**Run 1: wiring by layer**

Bar = 10 µm.
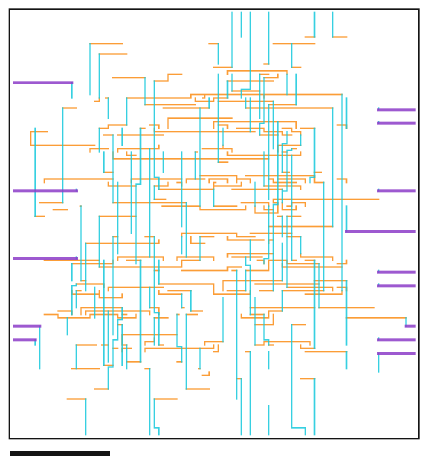
**Run 1: pin map**

Pins as bars across the die edge, other pins in grey.
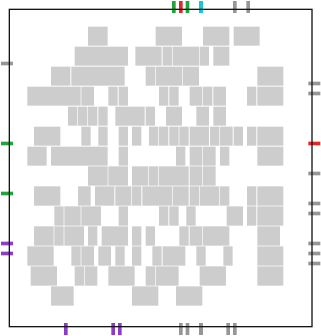
**Run 1: clock nets**

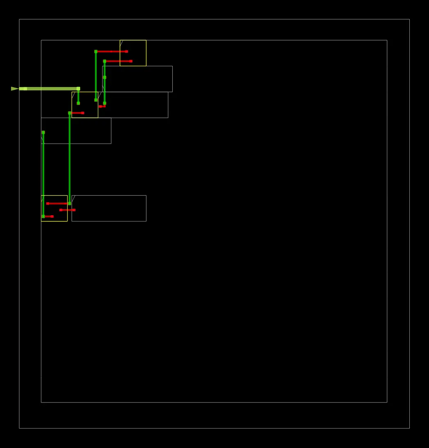
**config.mk**
```make
export PLATFORM = sky130hd
export DESIGN_NAME = multicycle_control
export DESIGN_NICKNAME = d
export VERILOG_FILES = /design/src/rtl/mc_pkg.sv /design/src/rtl/mc_output_decode.sv /design/src/rtl/multicycle_control.sv
export SDC_FILE = /design/constraint.sdc
export NUM_CORES = 1
export LEC_CHECK = 0
export ABC_AREA = 1
export CAP_MARGIN = 30
export CORE_AREA = 2 2 39 41
export CTS_CLUSTER_DIAMETER = 120
export CTS_CLUSTER_SIZE = 12
export DETAILED_ROUTE_END_ITERATION = 7
export DIE_AREA = 0 0 41 43
export HOLD_SLACK_MARGIN = 0.1
export PLACE_DENSITY_LB_ADDON = 0.05
export SYNTH_ARGS = -nofsm -noshare
export SYNTH_HDL_FRONTEND = slang
export SYNTH_SLANG_ARGS = --single-unit
```
**constraint.sdc**
```tcl
create_clock -name clk -period 2.2 [get_ports clk]
set_input_delay 0.44 -clock clk [delete_from_list [all_inputs] [get_ports clk]]
set_output_delay 0.44 -clock clk [all_outputs]
set_load 0.005 [all_outputs]
```
**src/rtl/mc_pkg.sv**
```systemverilog
// Shared encodings for the multicycle controller: states, opcodes, ALU selects
// and the bundled datapath control word.
package mc_pkg;

  localparam logic [3:0] S_FETCH     = 4'd0;
  localparam logic [3:0] S_DECODE    = 4'd1;
  localparam logic [3:0] S_MEM_ADDR  = 4'd2;
  localparam logic [3:0] S_MEM_READ  = 4'd3;
  localparam logic [3:0] S_MEM_WB    = 4'd4;
  localparam logic [3:0] S_MEM_WRITE = 4'd5;
  localparam logic [3:0] S_EXECUTE   = 4'd6;
  localparam logic [3:0] S_ALU_WB    = 4'd7;
  localparam logic [3:0] S_BRANCH    = 4'd8;

  localparam logic [4:0] OP_RTYPE = 5'b01100;
  localparam logic [4:0] OP_LW    = 5'b00000;
  localparam logic [4:0] OP_SW    = 5'b01000;
  localparam logic [4:0] OP_BEQ   = 5'b11000;

  localparam logic [1:0] ALU_ADD   = 2'b00;
  localparam logic [1:0] ALU_SUB   = 2'b01;
  localparam logic [1:0] ALU_FUNCT = 2'b10;

  localparam logic [1:0] SRCB_RS2  = 2'b00;
  localparam logic [1:0] SRCB_FOUR = 2'b01;
  localparam logic [1:0] SRCB_IMM  = 2'b10;

  typedef struct packed {
    logic [1:0] alu_op;
    logic       alu_src_a;
    logic [1:0] alu_src_b;
    logic       iord;
    logic       mem_read;
    logic       mem_write;
    logic       ir_write;
    logic       pc_write;
    logic       pc_write_cond;
    logic       pc_source;
    logic       mem_to_reg;
    logic       reg_write;
    logic       instr_done;
  } ctrl_t;

endpackage

```
**src/rtl/mc_output_decode.sv**
```systemverilog
// Moore output decode: control word from the current state, with mem_ready
// qualifying only the memory-completion strobes.
import mc_pkg::*;

module mc_output_decode (
  input  logic [3:0] state_i,
  input  logic       mem_ready_i,
  output ctrl_t      ctrl_o
);

  always_comb begin
    ctrl_o = '0;
    case (state_i)
      S_FETCH: begin
        ctrl_o.mem_read  = 1'b1;
        ctrl_o.alu_src_b = SRCB_FOUR;
        ctrl_o.alu_op    = ALU_ADD;
        ctrl_o.ir_write  = mem_ready_i;
        ctrl_o.pc_write  = mem_ready_i;
      end
      // Branch target is precomputed into ALUOut here.
      S_DECODE: begin
        ctrl_o.alu_src_b = SRCB_IMM;
        ctrl_o.alu_op    = ALU_ADD;
      end
      S_MEM_ADDR: begin
        ctrl_o.alu_src_a = 1'b1;
        ctrl_o.alu_src_b = SRCB_IMM;
        ctrl_o.alu_op    = ALU_ADD;
      end
      S_MEM_READ: begin
        ctrl_o.mem_read = 1'b1;
        ctrl_o.iord     = 1'b1;
      end
      S_MEM_WB: begin
        ctrl_o.reg_write  = 1'b1;
        ctrl_o.mem_to_reg = 1'b1;
        ctrl_o.instr_done = 1'b1;
      end
      S_MEM_WRITE: begin
        ctrl_o.mem_write  = 1'b1;
        ctrl_o.iord       = 1'b1;
        ctrl_o.instr_done = mem_ready_i;
      end
      S_EXECUTE: begin
        ctrl_o.alu_src_a = 1'b1;
        ctrl_o.alu_src_b = SRCB_RS2;
        ctrl_o.alu_op    = ALU_FUNCT;
      end
      S_ALU_WB: begin
        ctrl_o.reg_write  = 1'b1;
        ctrl_o.instr_done = 1'b1;
      end
      S_BRANCH: begin
        ctrl_o.alu_src_a     = 1'b1;
        ctrl_o.alu_src_b     = SRCB_RS2;
        ctrl_o.alu_op        = ALU_SUB;
        ctrl_o.pc_write_cond = 1'b1;
        ctrl_o.pc_source     = 1'b1;
        ctrl_o.instr_done    = 1'b1;
      end
      default: ctrl_o = '0;
    endcase
  end

endmodule

```
**src/rtl/multicycle_control.sv**
```systemverilog
// Multicycle RISC-V style main controller: state register, next-state logic,
// and reset gating of the decoded control word.
import mc_pkg::*;

module multicycle_control (
  input  logic       clk,
  input  logic       rst,
  input  logic [4:0] Inst_6_2,
  input  logic       mem_ready,
  output logic [1:0] ALUOp,
  output logic       ALUSrcA,
  output logic [1:0] ALUSrcB,
  output logic       IorD,
  output logic       MemRead,
  output logic       MemWrite,
  output logic       IRWrite,
  output logic       PCWrite,
  output logic       PCWriteCond,
  output logic       PCSource,
  output logic       MemtoReg,
  output logic       RegWrite,
  output logic       illegal_inst,
  output logic       instr_done,
  output logic [3:0] state
);

  logic [3:0] state_q, state_d;
  logic       illegal_d;
  ctrl_t      dec, ctrl;

  always_comb begin
    state_d   = S_FETCH;
    illegal_d = 1'b0;
    case (state_q)
      S_FETCH:     state_d = mem_ready ? S_DECODE : S_FETCH;
      S_DECODE: begin
        case (Inst_6_2)
          OP_LW, OP_SW: state_d = S_MEM_ADDR;
          OP_RTYPE:     state_d = S_EXECUTE;
          OP_BEQ:       state_d = S_BRANCH;
          default: begin
            state_d   = S_FETCH;
            illegal_d = 1'b1;
          end
        endcase
      end
      S_MEM_ADDR:  state_d = (Inst_6_2 == OP_LW) ? S_MEM_READ : S_MEM_WRITE;
      S_MEM_READ:  state_d = mem_ready ? S_MEM_WB : S_MEM_READ;
      S_MEM_WRITE: state_d = mem_ready ? S_FETCH : S_MEM_WRITE;
      S_EXECUTE:   state_d = S_ALU_WB;
      default:     state_d = S_FETCH;
    endcase
  end

  always_ff @(posedge clk) begin
    if (rst) state_q <= S_FETCH;
    else     state_q <= state_d;
  end

  mc_output_decode u_dec (
    .state_i     (state_q),
    .mem_ready_i (mem_ready),
    .ctrl_o      (dec)
  );

  // Reset silences everything, including FETCH's unconditional MemRead.
  assign ctrl = rst ? '0 : dec;

  assign ALUOp        = ctrl.alu_op;
  assign ALUSrcA      = ctrl.alu_src_a;
  assign ALUSrcB      = ctrl.alu_src_b;
  assign IorD         = ctrl.iord;
  assign MemRead      = ctrl.mem_read;
  assign MemWrite     = ctrl.mem_write;
  assign IRWrite      = ctrl.ir_write;
  assign PCWrite      = ctrl.pc_write;
  assign PCWriteCond  = ctrl.pc_write_cond;
  assign PCSource     = ctrl.pc_source;
  assign MemtoReg     = ctrl.mem_to_reg;
  assign RegWrite     = ctrl.reg_write;
  assign illegal_inst = ~rst & illegal_d;
  assign instr_done   = ~rst & (ctrl.instr_done | illegal_d);
  assign state        = state_q;

endmodule

```
==> results.env, run 1 <==
RUN_STATUS='completed'
TIMING.CRITICAL_PATH.MAX_DELAY_FAMILY='buffers and inverters'
CRITICAL_PATH.MAX_STAGE_DELAY_NS=0.51
POST_SYNTH.CELL_AREA_AVG_UM2=5.30
POSTSYNTHREGISTERBITS=4
ANT_NETS=0
INSERTION_DELAY_NS=0.23
SWSHARE=0.257
EDF_COUNT=0
POWER_FRAC_SEQ=0.323
INITIAL_UTILIZATION=0.329
PLACE.DETAILED.INSTANCES=134
PLACE.DETAILED.HPWL_UM=1030
CTS.HTREE.LEVELS=1
FINALWORSTPATHREQUIREDPERIOD_NS=2.14
LARGEST_REG_FLOPS=4
AREA_GROWTH_SYN_TO_LAYOUT_PCT=78.6
HOLDBUFCOUNTCTS=0
CRIT_ARRIVAL_NS=1.70
DOMINANTREGCELLSYNTH='sky130_fd_sc_hd__dfxtp_1'
REMAINING_DRC_ERRORS=0
TYPE_OF_ORIGIN_OF_THE_CRITICAL_PATH='input pin'
TIMING.CRITICAL_PATH.SLOWEST_STAGE_CELL='sky130_fd_sc_hd__clkdlybuf4s50_1'
IOPINCOUNT=28
WORST_CLOCK_SKEW_NS=0.000711
MAXSLEWHEADROOM=0.828
MAXCAPVIOLCOUNT=0
TRITONCTS_CLOCK_TREE='done'
NUMBER_OF_FAILING_HOLD_ENDPOINTS_AT_THE_FINAL_STAGE=0
COUNT_OF_STANDARD_CELL_ROWS=14
GRT_SETUP_UNREPAIRED='false'
POST_CTS_RESIZED=5
STAGE_LOG_WARNINGS=26
POST_LAYOUT_NONFILLER_INSTANCES=137
P_LEAK_nW=0.407
POST-CTS-SETUP-BUFFER-COUNT=0
CLK_TRANSITION_REPORTED_PATHS_NS=0.03
MAPPEDNETLISTAREA_UM2=455
POWER.INTERNAL_W=0.000176
POST_ROUTE_CELLS_DRIVE_ABOVE_1_SHARE=0.190
GLOBAL_ROUTE.USAGE.TOTAL=0.154
INITIALDRTVIOLATIONCOUNT=2
ROUTEDWLPERCELL_UM=9.04
TIMING_WORST_SLEW_PIN_VALUE_NS=0.255
NET_SW_POWER_W=0.0000610
CORE_AREA_UM2=1380
ASYNC_FLOP_SHARE=0
SYNTH-WARNING-COUNT=0
NETLIST-CELL-TYPE-COUNT=15
SYNTH_AREA_LEADER_CELL='sky130_fd_sc_hd__dfxtp_1'
FINAL_NET_COUNT=131
ROUTABILITYCONGESTION=0.734
SHARE_OF_SYNTHESIZED_AREA_OCCUPIED_BY_FLIP_FLOPS_AND_LATCHES=0.176
DETAILED_ROUTE_VIAS_PER_INSTANCE=4.47
YOSYS.CELL_COUNT.TOP_TYPE='sky130_fd_sc_hd__nor2_1'
SETUP-TNS-FINAL_NS=0
DR_TOTAL_VIAS=613
DETAIL_ROUTE.WIRELENGTH_UM=1240
PWR_DENSITY_CELL_nW_PER_UM2=292
MAX_FANOUT_ON_CRITICAL_PATH=3
CLOCK_SINKS=4
FINALSETUPVIOLCOUNT=0
Notes on 'wiring by layer' above:
purple -> met3  # wire length 55.4 µm
cyan -> met2  # wire length 577 µm
orange -> met1  # wire length 606 µm

Notes on 'pin map' above:
cyan -> `ALUSrcA`  # pins 1, direction output, edge top
red -> `ALUOp`  # pins 2, direction output, edge 1 right, 1 top
green -> `state`  # pins 4, direction output, edge 2 top, 2 left
purple -> `Inst_6_2`  # pins 5, direction input, edge 3 bottom, 2 left
all pins by edge = 9 right, 8 bottom, 6 top, 5 left
x dimension of the die: 41 µm
DIE HEIGHT: 43 µm
count of input and output buffers: 27

Notes on 'clock nets' above:
number of clock-tree buffers in the layout: 3
number of buffers created by CTS: 3

==> run 1: stage by stage <==
step                power [W]  setup WS [ns]
detailed placement   0.000154        -0.0931
global placement     0.000154        -0.0592
CTS                  0.000243         0.0422
finish               0.000238         0.0638
floorplan            0.000108          0.794
global route         0.000255        0.00308
==> run 1: layer usage <==
metal	global-route usage	up-vias	wire length [µm]
met5	0	-	0
met4	0.0600	0	0
met3	0.0157	0	55
met2	0.238	14	577
met1	0.212	256	605
li1	-	343	-
==> run 1: tightest hold or removal path: stages (launching register included) <==
cell	delay [ns]
sky130_fd_sc_hd__dfxtp_1	0.33
sky130_fd_sc_hd__nand2_1	0.12
sky130_fd_sc_hd__nor2_4	0.05
sky130_fd_sc_hd__nand2_1	0.05
sky130_fd_sc_hd__a21oi_1	0.05
==> run 1: cell usage in the layout, fill, tap and decap left out, types with 2 or more instances in the layout <==
cell,count
sky130_fd_sc_hd__inv_1,10
sky130_fd_sc_hd__nand2_1,19
sky130_fd_sc_hd__nand2_2,3
sky130_fd_sc_hd__nor2_1,20
sky130_fd_sc_hd__a21oi_1,2
sky130_fd_sc_hd__clkbuf_4,3
sky130_fd_sc_hd__nand3_1,13
sky130_fd_sc_hd__dfxtp_1,3
sky130_fd_sc_hd__clkdlybuf4s50_1,23
sky130_fd_sc_hd__buf_4,8
sky130_fd_sc_hd__dlygate4sd2_1,4
sky130_fd_sc_hd__nor2_4,3
sky130_fd_sc_hd__nor4_1,2
sky130_fd_sc_hd__inv_2,3
==> run 1: cells by family (layout without fill, tap and decap cells) <==
group	Yosys count	count (layout)	share of synthesized area
and+or+nand+nor	62	62	0.626
buffers and inverters	16	51	0.148
AOI/OAI and AO/OA	4	4	0.0495
DFF	4	4	0.176
==> run 1: path summary, 6_finish.rpt <==
check                 startpoint                   to  slack [ns]  depth (start not counted)
max                    mem_ready              PCWrite        0.06                          4
min          state[0]$_SDFF_PP0_  state[1]$_SDFF_PP0_        0.66                          4
max reg2reg  state[2]$_SDFF_PP0_  state[3]$_SDFF_PP0_        1.08                          6
min reg2reg  state[0]$_SDFF_PP0_  state[1]$_SDFF_PP0_        0.66                          4
==> run 1: power by group through the flow <==
stage / sequential [W] / clock (W) / combinational (W)
global placement: 0.0000777 / 0 / 0.0000763
finish: 0.0000767 / 0.0000856 / 0.0000752
CTS: 0.0000767 / 0.0000917 / 0.0000748
detailed placement: 0.0000777 / 0 / 0.0000766
global route: 0.0000768 / 0.0000943 / 0.0000836
floorplan: 0.0000776 / 0 / 0.0000305
==> run 1: area by class of cell <==
type,count,area [µm²],area share
tap,16,20.0,0.0246
clock buffer,3,22.5,0.0277
sequential,4,81.3,0.100
inverter,13,48.8,0.0600
timing repair buffer,35,325,0.400
multi-input combinational,66,315,0.388
==> run 2, diff against run 1 <==
Settings changed: PLACE_DENSITY set to 0.79, PLACE_DENSITY_LB_ADDON 0.05 to unset.
Clock period 2.2 ns to 2.7 ns, I/O delays scaled along.
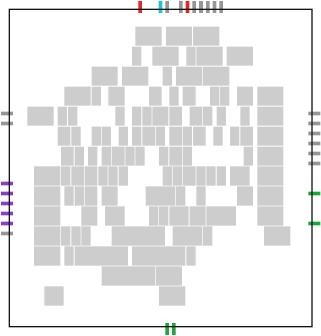
**Above:** run 2 (pin map).
Pins as bars across the die edge, other pins in grey.
purple -> `Inst_6_2`  # pins 5, direction input, edge left
red -> `ALUOp`  # pins 2, direction output, edge top
green -> `state`  # pins 4, direction output, edge 2 bottom, 2 right
cyan -> `ALUSrcA`  # pins 1, direction output, edge top
all pins by edge = 10 top, 8 right, 8 left, 2 bottom

==> results.env, run 2 <==
RUN_STATUS='completed'
POSTLAYOUTCOREUTIL=0.547
REG2REG_FROM='state[3]$_SDFF_PP0_'
MAPPEDNETLISTAREA_UM2=455
CORE_AREA_UM2=1380
AREA_GROWTH_SYN_TO_LAYOUT_PCT=66.2
LAYOUT.AREA.COMB_UM2=308
POST-CTS-SETUP-BUFFER-COUNT=0
SWSHARE=0.262
MAXSLEWHEADROOM=0.766
POST_SYNTH.CELL_AREA_AVG_UM2=5.30
TOP_CELL_AREA_SHARE=0.176
PIN_COUNT_OF_THE_BIGGEST_NET_ENTERING_GLOBAL_ROUTING=12
TRITONCTS_CLOCK_TREE='done'
GRT_UTIL_MET2=0.247
TOP_USAGE_LAYER='met2'
CRITICAL_PATH.ENDPOINT_TYPE='output pin'
SYNTH_AREA_LEADER_CELL='sky130_fd_sc_hd__dfxtp_1'
PLACE.DETAILED.HPWL_UM=970
P_LEAK_nW=0.364
ANT_NETS=0
DETAILED_ROUTE_VIAS_PER_INSTANCE=4.64
MAX_FANOUT_ON_CRITICAL_PATH=3
DESIGN_POWER_TOTAL_W=0.000191
LAYOUT.CELLS.MOST_COMMON='sky130_fd_sc_hd__clkdlybuf4s50_1'
TIMING_WORST_SLEW_PIN_VALUE_NS=0.351
SYNTHTOPLOGICFAMILY='simple AND/OR/NAND/NOR gates'
INITIALDRTVIOLATIONCOUNT=3
POSTSYNTHREGISTERBITS=4
SYNTHSIMPLEGATEAREAFRAC=0.626
NETLIST-CELL-TYPE-COUNT=15
NUMBER_OF_FAILING_HOLD_ENDPOINTS_AT_THE_FINAL_STAGE=0
NET_SW_POWER_W=0.0000500
ARITHMETIC_CELL_SHARE_OF_THE_SYNTHESIZED_AREA_COUNTING_FULL_ADDERS_HALF_ADDERS_AND_MAJORITY_GATES=0
EDF_COUNT=0
CLK_TRANSITION_REPORTED_PATHS_NS=0.04
HOLD_PATH_STARTPOINT='state[0]$_SDFF_PP0_'
POST_CTS_RESIZED=0
POST_ROUTE_CELLS_DRIVE_ABOVE_1_SHARE=0.105
YOSYS.CELL_COUNT.TOP_TYPE='sky130_fd_sc_hd__nor2_1'
MAXCAPVIOLCOUNT=0
R2R_END='state[1]$_SDFF_PP0_'
ROUTABILITYCONGESTION=0.851
DETAIL_ROUTE.WIRELENGTH_UM=1150
HOLDBUFCOUNTCTS=0
DIEHEIGHT_UM=43
INITIAL_UTILIZATION=0.329
INSERTION_DELAY_NS=0.23
POWER.INTERNAL_W=0.000141
PWR_DENSITY_CELL_nW_PER_UM2=252
REMAINING_DRC_ERRORS=0
FINALWORSTPATHREQUIREDPERIOD_NS=2.49
CTS_INSERTED_BUFFERS=3
SYNTH-WARNING-COUNT=0
POST_SYNTH_MUX_AREA_SHARE=0
ASYNC_FLOP_SHARE=0
FINAL_NET_COUNT=124
DIE_WIDTH_UM=41
IOPINCOUNT=28
CTS.HTREE.LEVELS=1
SHARE_OF_SYNTHESIZED_AREA_OCCUPIED_BY_FLIP_FLOPS_AND_LATCHES=0.176
FINALSETUPVIOLCOUNT=0
TYPE_OF_ORIGIN_OF_THE_CRITICAL_PATH='input pin'
CLOCK_SINKS=4
GRTUSAGEMET1=0.198
SYNTH.CELLMIX.XORXNORSHARE=0
GLOBAL_ROUTE.USAGE.TOTAL=0.162
FINAL_LAYOUT_TOP_LOGIC_CELLS='27 x sky130_fd_sc_hd__clkdlybuf4s50_1, 21 x sky130_fd_sc_hd__nor2_1, 19 x sky130_fd_sc_hd__nand2_1, 13 x sky130_fd_sc_hd__nand3_1, 11 x sky130_fd_sc_hd__inv_1'
CRIT_ARRIVAL_NS=1.95
DR_TOTAL_VIAS=603
HOLD_PATH_END='state[3]$_SDFF_PP0_'
ANTENNA_CELLS=0
FLOP_AREA_UM2=80.1
ROUTEDWLPERCELL_UM=8.83
LARGEST_REG_FLOPS=4
FF_TO_FF_PATH_DEPTH=5
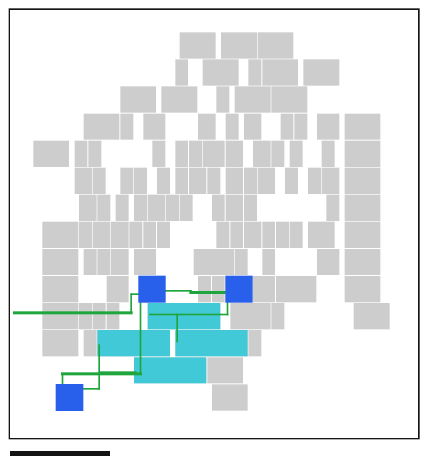
**Above:** run 2 (clock distribution).
Bar = 10 µm.
blue -> cells driving clock nets  # count 3
green -> clock wires  # length 71.1 µm
cyan -> flip-flops  # count 4
flops lie = bottom centre
routed clock nets = 4

## run 2: worst max path at each step
| stage | from | to | slack, ns | depth (start not counted) |
|---|---|---|---|---|
| floorplan | rst | PCWrite | 1.11 | 3 |
| CTS | rst | instr_done | 0.19 | 7 |
| detailed placement | Inst_6_2[0] | instr_done | 0.20 | 8 |
| global route | rst | illegal_inst | 0.11 | 7 |
| global placement | rst | instr_done | 0.21 | 7 |
| finish | rst | instr_done | 0.21 | 7 |
## run 2: power groups by stage
stage | clock (W) | combinational [W] | sequential [W]
after floorplan | 0 | 0.0000249 | 0.0000632
after global placement | 0 | 0.0000553 | 0.0000633
after detailed placement | 0 | 0.0000558 | 0.0000633
after CTS | 0.0000770 | 0.0000561 | 0.0000624
after global routing | 0.0000844 | 0.0000615 | 0.0000626
final | 0.0000728 | 0.0000555 | 0.0000624
## run 2: cell type report
type	instances	share of cell area
repair buffers	28	0.367
inverters	13	0.0645
clock buffers	3	0.0298
multi-input cells	66	0.407
flip-flops and latches	4	0.106
well taps	16	0.0264
## run 2: cells by family (layout without fill, tap and decap cells)
| logic type | after synthesis | in the layout |
|---|---|---|
| AND-OR/OR-AND | 4 | 4 |
| buffers and inverters | 16 | 44 |
| flip-flops | 4 | 4 |
| AND/OR/NAND/NOR | 62 | 62 |
## run 2: metal layers
layer | part of all wire | up-vias
li1 | - | 327
met2 | 0.50 | 20
met5 | 0 | -
met1 | 0.44 | 256
met4 | 0 | 0
met3 | 0.060 | 0
## run 2: worst max-delay path, stage by stage
cell	delay [ns]
sky130_fd_sc_hd__clkdlybuf4s50_1	0.44
sky130_fd_sc_hd__inv_1	0.14
sky130_fd_sc_hd__nand2_2	0.07
sky130_fd_sc_hd__nor2_1	0.11
sky130_fd_sc_hd__nand3_1	0.09
sky130_fd_sc_hd__nand2_1	0.07
sky130_fd_sc_hd__clkdlybuf4s50_1	0.50
## run 2: per-stage QoR
step,instances,hold WS [ns],setup WS [ns]
6_report,130,0.642,0.206
5_1_grt,130,0.690,0.105
4_1_cts,130,0.648,0.193
3_5_place_dp,127,0.636,0.204
3_3_place_gp,127,0.638,0.208
2_1_floorplan,86,0.615,1.11
Power figures rest on the tool's default switching activity, not on a simulated workload.
